**Drive-strength map**

The bar under the picture is 100 um long.
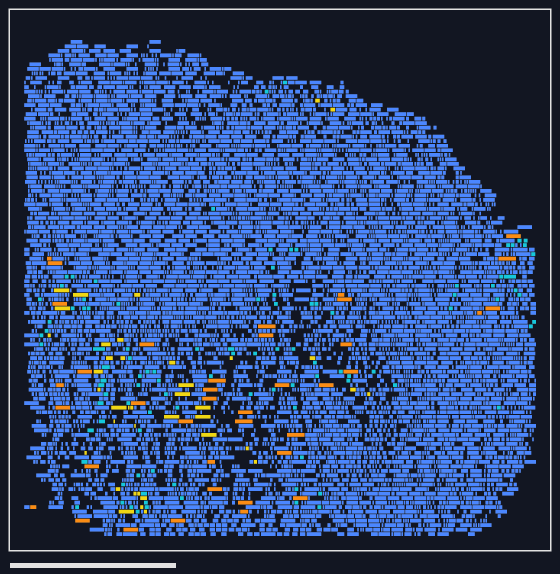
**Clock wiring as the flow saved it**

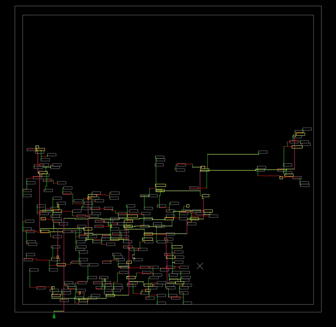
**The metal 4 layer**

The bar under the picture is 100 um long.
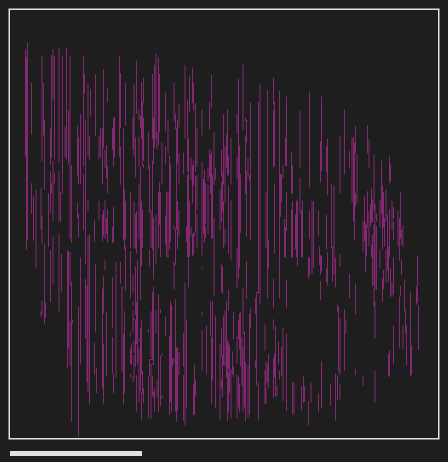
**Routed clock nets over the placement**

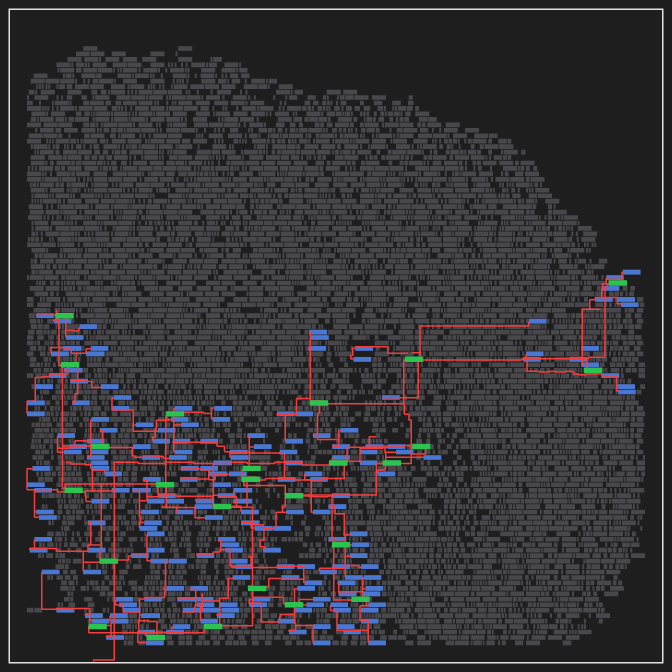
**I/O pins on the die edge**

Pins as bars across the die edge, other pins in gray.
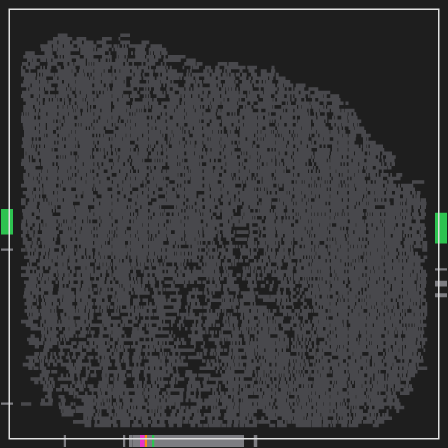
## config.mk

```make
export PLATFORM = sky130hd
export DESIGN_NAME = hilo_muldiv
export DESIGN_NICKNAME = d
export VERILOG_FILES = /design/src/rtl/hilo_muldiv.sv
export SDC_FILE = /design/constraint.sdc
export NUM_CORES = 2
export LEC_CHECK = 0
export CORE_MARGIN = 8
export CORE_UTILIZATION = 65
export DETAILED_ROUTE_END_ITERATION = 8
export HOLD_SLACK_MARGIN = 0.08
export PLACE_DENSITY = 0.89
export SLEW_MARGIN = 0
export SYNTH_ARGS = -nofsm -noshare
export SYNTH_HDL_FRONTEND = slang
export SYNTH_SLANG_ARGS = --single-unit
```

## constraint.sdc

```tcl
create_clock -name clk -period 27.4 [get_ports clk]
set_clock_uncertainty 0.15 [all_clocks]
set_input_delay 5.48 -clock clk [delete_from_list [all_inputs] [get_ports clk]]
set_output_delay 5.48 -clock clk [all_outputs]
set_load 0.01 [all_outputs]
```

## src/rtl/hilo_muldiv.sv

```systemverilog
// HI/LO multiply/divide unit: MULT/MULTU take 1 busy cycle, DIV/DIVU take 33 (32 steps + sign fixup), MTHI/MTLO write at issue.
// No backpressure inside: isbusy tells the stall unit to hold issue; starts seen while busy or flushing are dropped.
module hilo_muldiv (
    input  logic        clk,
    input  logic        rst,
    input  logic        start,
    input  logic [2:0]  op,
    input  logic [31:0] rs_val,
    input  logic [31:0] rt_val,
    input  logic        flush,
    output logic        isbusy,
    output logic [31:0] HI,
    output logic [31:0] LO
);

    localparam logic [1:0] S_IDLE = 2'd0;
    localparam logic [1:0] S_MUL  = 2'd1;
    localparam logic [1:0] S_DIV  = 2'd2;
    localparam logic [1:0] S_FIX  = 2'd3;

    localparam logic [2:0] OP_MULT  = 3'd0;
    localparam logic [2:0] OP_MULTU = 3'd1;
    localparam logic [2:0] OP_DIV   = 3'd2;
    localparam logic [2:0] OP_DIVU  = 3'd3;
    localparam logic [2:0] OP_MTHI  = 3'd4;
    localparam logic [2:0] OP_MTLO  = 3'd5;

    logic [1:0]  state;
    logic [1:0]  state_nxt;
    logic [31:0] op_a;
    logic [31:0] op_b;
    logic        mul_signed;
    logic        q_neg;
    logic        r_neg;
    logic [31:0] rem;
    logic [31:0] quo;
    logic [5:0]  count;

    logic        issue;
    logic        issue_mul;
    logic        issue_div;
    logic        div_signed;
    logic [31:0] abs_rs;
    logic [31:0] abs_rt;

    assign issue      = start && !flush && (state == S_IDLE);
    assign issue_mul  = issue && ((op == OP_MULT) || (op == OP_MULTU));
    assign issue_div  = issue && ((op == OP_DIV) || (op == OP_DIVU));
    assign div_signed = (op == OP_DIV);
    assign abs_rs     = (div_signed && rs_val[31]) ? (~rs_val + 32'd1) : rs_val;
    assign abs_rt     = (div_signed && rt_val[31]) ? (~rt_val + 32'd1) : rt_val;

    // Shifted partial remainder can reach 33 bits; the subtraction borrow doubles as the compare.
    logic [32:0] shifted;
    logic [32:0] diff;
    logic        ge;
    logic [31:0] rem_step;
    logic [31:0] quo_step;

    assign shifted  = {rem, quo[31]};
    assign diff     = shifted - {1'b0, op_b};
    assign ge       = ~diff[32];
    assign rem_step = ge ? diff[31:0] : shifted[31:0];
    assign quo_step = {quo[30:0], ge};

    logic signed [63:0] mul_a;
    logic signed [63:0] mul_b;
    logic        [63:0] product;

    assign mul_a   = mul_signed ? {{32{op_a[31]}}, op_a} : {32'd0, op_a};
    assign mul_b   = mul_signed ? {{32{op_b[31]}}, op_b} : {32'd0, op_b};
    assign product = mul_a * mul_b;

    // A zero divisor bypasses sign fixup and returns the raw dividend in HI.
    logic        div_zero;
    logic [31:0] lo_fix;
    logic [31:0] hi_fix;

    assign div_zero = (op_b == 32'd0);
    assign lo_fix   = div_zero ? 32'hFFFF_FFFF : (q_neg ? (~quo + 32'd1) : quo);
    assign hi_fix   = div_zero ? op_a : (r_neg ? (~rem + 32'd1) : rem);

    always_comb begin
        state_nxt = state;
        if (flush) begin
            state_nxt = S_IDLE;
        end else begin
            case (state)
                S_IDLE: begin
                    if (issue_mul) begin
                        state_nxt = S_MUL;
                    end else if (issue_div) begin
                        state_nxt = S_DIV;
                    end
                end
                S_MUL:   state_nxt = S_IDLE;
                S_DIV:   state_nxt = (count == 6'd31) ? S_FIX : S_DIV;
                S_FIX:   state_nxt = S_IDLE;
                default: state_nxt = S_IDLE;
            endcase
        end
    end

    always_ff @(posedge clk or posedge rst) begin
        if (rst) begin
            state  <= S_IDLE;
            isbusy <= 1'b0;
        end else begin
            state  <= state_nxt;
            isbusy <= (state_nxt != S_IDLE);
        end
    end

    always_ff @(posedge clk or posedge rst) begin
        if (rst) begin
            op_a       <= 32'd0;
            op_b       <= 32'd0;
            mul_signed <= 1'b0;
            q_neg      <= 1'b0;
            r_neg      <= 1'b0;
            rem        <= 32'd0;
            quo        <= 32'd0;
            count      <= 6'd0;
        end else if (issue_mul) begin
            op_a       <= rs_val;
            op_b       <= rt_val;
            mul_signed <= (op == OP_MULT);
        end else if (issue_div) begin
            op_a  <= rs_val;
            op_b  <= abs_rt;
            q_neg <= div_signed && (rs_val[31] ^ rt_val[31]);
            r_neg <= div_signed && rs_val[31];
            rem   <= 32'd0;
            quo   <= abs_rs;
            count <= 6'd0;
        end else if (flush) begin
            count <= 6'd0;
        end else if (state == S_DIV) begin
            rem   <= rem_step;
            quo   <= quo_step;
            count <= count + 6'd1;
        end
    end

    always_ff @(posedge clk or posedge rst) begin
        if (rst) begin
            HI <= 32'd0;
            LO <= 32'd0;
        end else if (!flush) begin
            if (issue && (op == OP_MTHI)) begin
                HI <= rs_val;
            end
            if (issue && (op == OP_MTLO)) begin
                LO <= rs_val;
            end
            if (state == S_MUL) begin
                HI <= product[63:32];
                LO <= product[31:0];
            end
            if (state == S_FIX) begin
                HI <= hi_fix;
                LO <= lo_fix;
            end
        end
    end

endmodule

```

==> summary.txt <==
Worst path most repeated cell: fa_1
first-pass GRT wire length: 304000 um
wirelength, routed: 193000 um
met3 usage: 12.3%
critical path required time: 27.75 ns
Post-synth ARST share: 100%
Final Cell Area: 65300 um2
violated checks: DRC
met2 Resource Use GR: 57.5%
post-DP HPWL: 153000 um
Hold Path End: LO[15]
IO Count: 136
wl on met1: 63700 um
Fin. Hold Viols: 0
dominant class by area: logic gates
Crit. Startpoint: mul_signed
postcts setup bufs: 0
CTS tree: yes
share of cells above drive strength 1: 2.64%
Mapped Nets: 8724
final setup fails: 0
arrival time of the worst setup path: 11.25 ns
Max-Cap Viols: 0
area share, top type: 45.8%
synth warn: 0
Synth-to-Final Area Change: 5.10%
#FFs+latches synth: 204
Core Util, Final: 68.8%
RePlAce Congestion: 1.02
yosys xor share: 3.62%
tool warnings: 32
maximum clock insertion buffer count: 3
combinational gate area: 49800 um2
Distinct cells, synth: 83
number of global-route vias before repair: 55271
Starting Density: 65.5%
initial antenna violation count: 8
GR Overflow Total: 0
ys flop type: dfrtp_1
cell taking the most area after synthesis: fa_1
Cell Rows: 113
CTS resizes: 0
outcome: finished, violations left
setup TNS: 0 ns
worst slack at placement: 16.69 ns
routed via count: 49413
clock root buffer master: clkbuf_16
clock period minus worst slack: 10.90 ns
startpoint types: flop
Simple Share, Synth: 14.9%
worst slew pin tran: 1.16 ns
worst reg-to-reg setup slack: 16.50 ns
logic share of the area: 76.2%
DRT Pass-1 Iters: 9
number of cells on the critical path: 29
layout clock buffer count: 34
Yosys chip area: 62100 um2
Reg clk slew, reported paths: 0.07 ns
reg2reg path depth: 29
drt initial violations: 5281
Largest stage delay, worst path: 0.94 ns
CTS sink cnt: 204
MI comb cells: 4708
delay-heaviest family, CP: adder cells
met2 WL post-DR: 87100 um
most instantiated logic cells after routing: 1567 x inv_1, 1422 x fa_1, 838 x nand2_1
most common logic cell in the routed design: inv_1
hold buffers post-CTS: 0
hold path startpoint: LO[15]
Crit Path Max Fanout: 9
Overall Global Routing Usage: 37.0%
Adders+Majority by Area: 53.6%
Seq area share: 7.84%
RR Endpoint: HI[24]
met1 usage: 42.9%
worst setup path class: flop to flop
Worst Hold Class: flop to flop
Final WS setup: 16.50 ns
pin count of the biggest net entering global routing: 140
Post-Layout Cell Count: 8018
register share after synthesis: 8.22%
post-synthesis cell count: 6846
highest routed layer: met5
ClkCell Share: 1.39%
Top cells by area: fa_1 46%, inv_1 9.5%, dfrtp_1 8.2%
residual DRC count: 1
WHS: 0.332 ns
final slew viol count: 0
Antenna Nets Post-Route: 0
die area: 106000 um2
ANT cells: 2
Flop area: 5120 um2
AO/OA Area Share: 7.37%
Final Cycle Share: 39.8%
main logic family after synthesis: adder cells
reg-to-reg startpoint: mul_signed
## Picture notes: 'drive-strength map'
Key: blue = x1 and smaller [cells 6573, share 97%, most used inv_1]; cyan = x3 and x4 [cells 101, share 1.5%, most used buf_4]; orange = x6 and larger [cells 38, share 0.56%, most used clkbuf_16]; yellow = x2 [cells 39, share 0.58%, most used dfrtp_2]

## Picture notes: 'clock wiring as the flow saved it'
Clock Latency Late Sink: 0.59 ns
registers: 204
TritonCTS Buffers: 25

## Picture notes: 'the metal 4 layer'
The layer holds 9.1% of the routed length. The layer carries 17600 um of wire.

## Picture notes: 'routed clock nets over the placement'
Key: blue = flip-flops [count 204]; green = clock-net drivers [count 25]; red = clock wires [length 3490 um]
There are 26 routed clock nets.

## Picture notes: 'I/O pins on the die edge'
Key: magenta = op [pins 3, direction input, edge south]; green = rt_val [pins 32, direction input, edge 17 east, 14 west, 1 south]; orange = start [pins 1, direction input, edge south]
Port Buffers: 135
Die Y: 325 um
Die X: 325 um

==> Yosys cell counts (all sizes together) (4+ instances only) <==
library cell  number
a41oi              5
and2             632
o41ai             15
o21a              16
a211oi            17
nor2b             17
nor3b              8
nor3              49
nand2            839
a221oi            11
dfrtp            204
a21oi            159
nor2             147
clkbuf           349
xor2             103
or4               15
nand4             26
nand3             25
o21ai            245
nand2b            21
o21bai            17
a31oi             31
xnor2            154
ha               385
o221ai            25
o31ai             40
a21o              52
nor4              20
fa              1422
inv             1571
or3               24
a211o              4
o211ai            21
mux2i             32
and3              33
o22ai             37
buf               14
or2               10
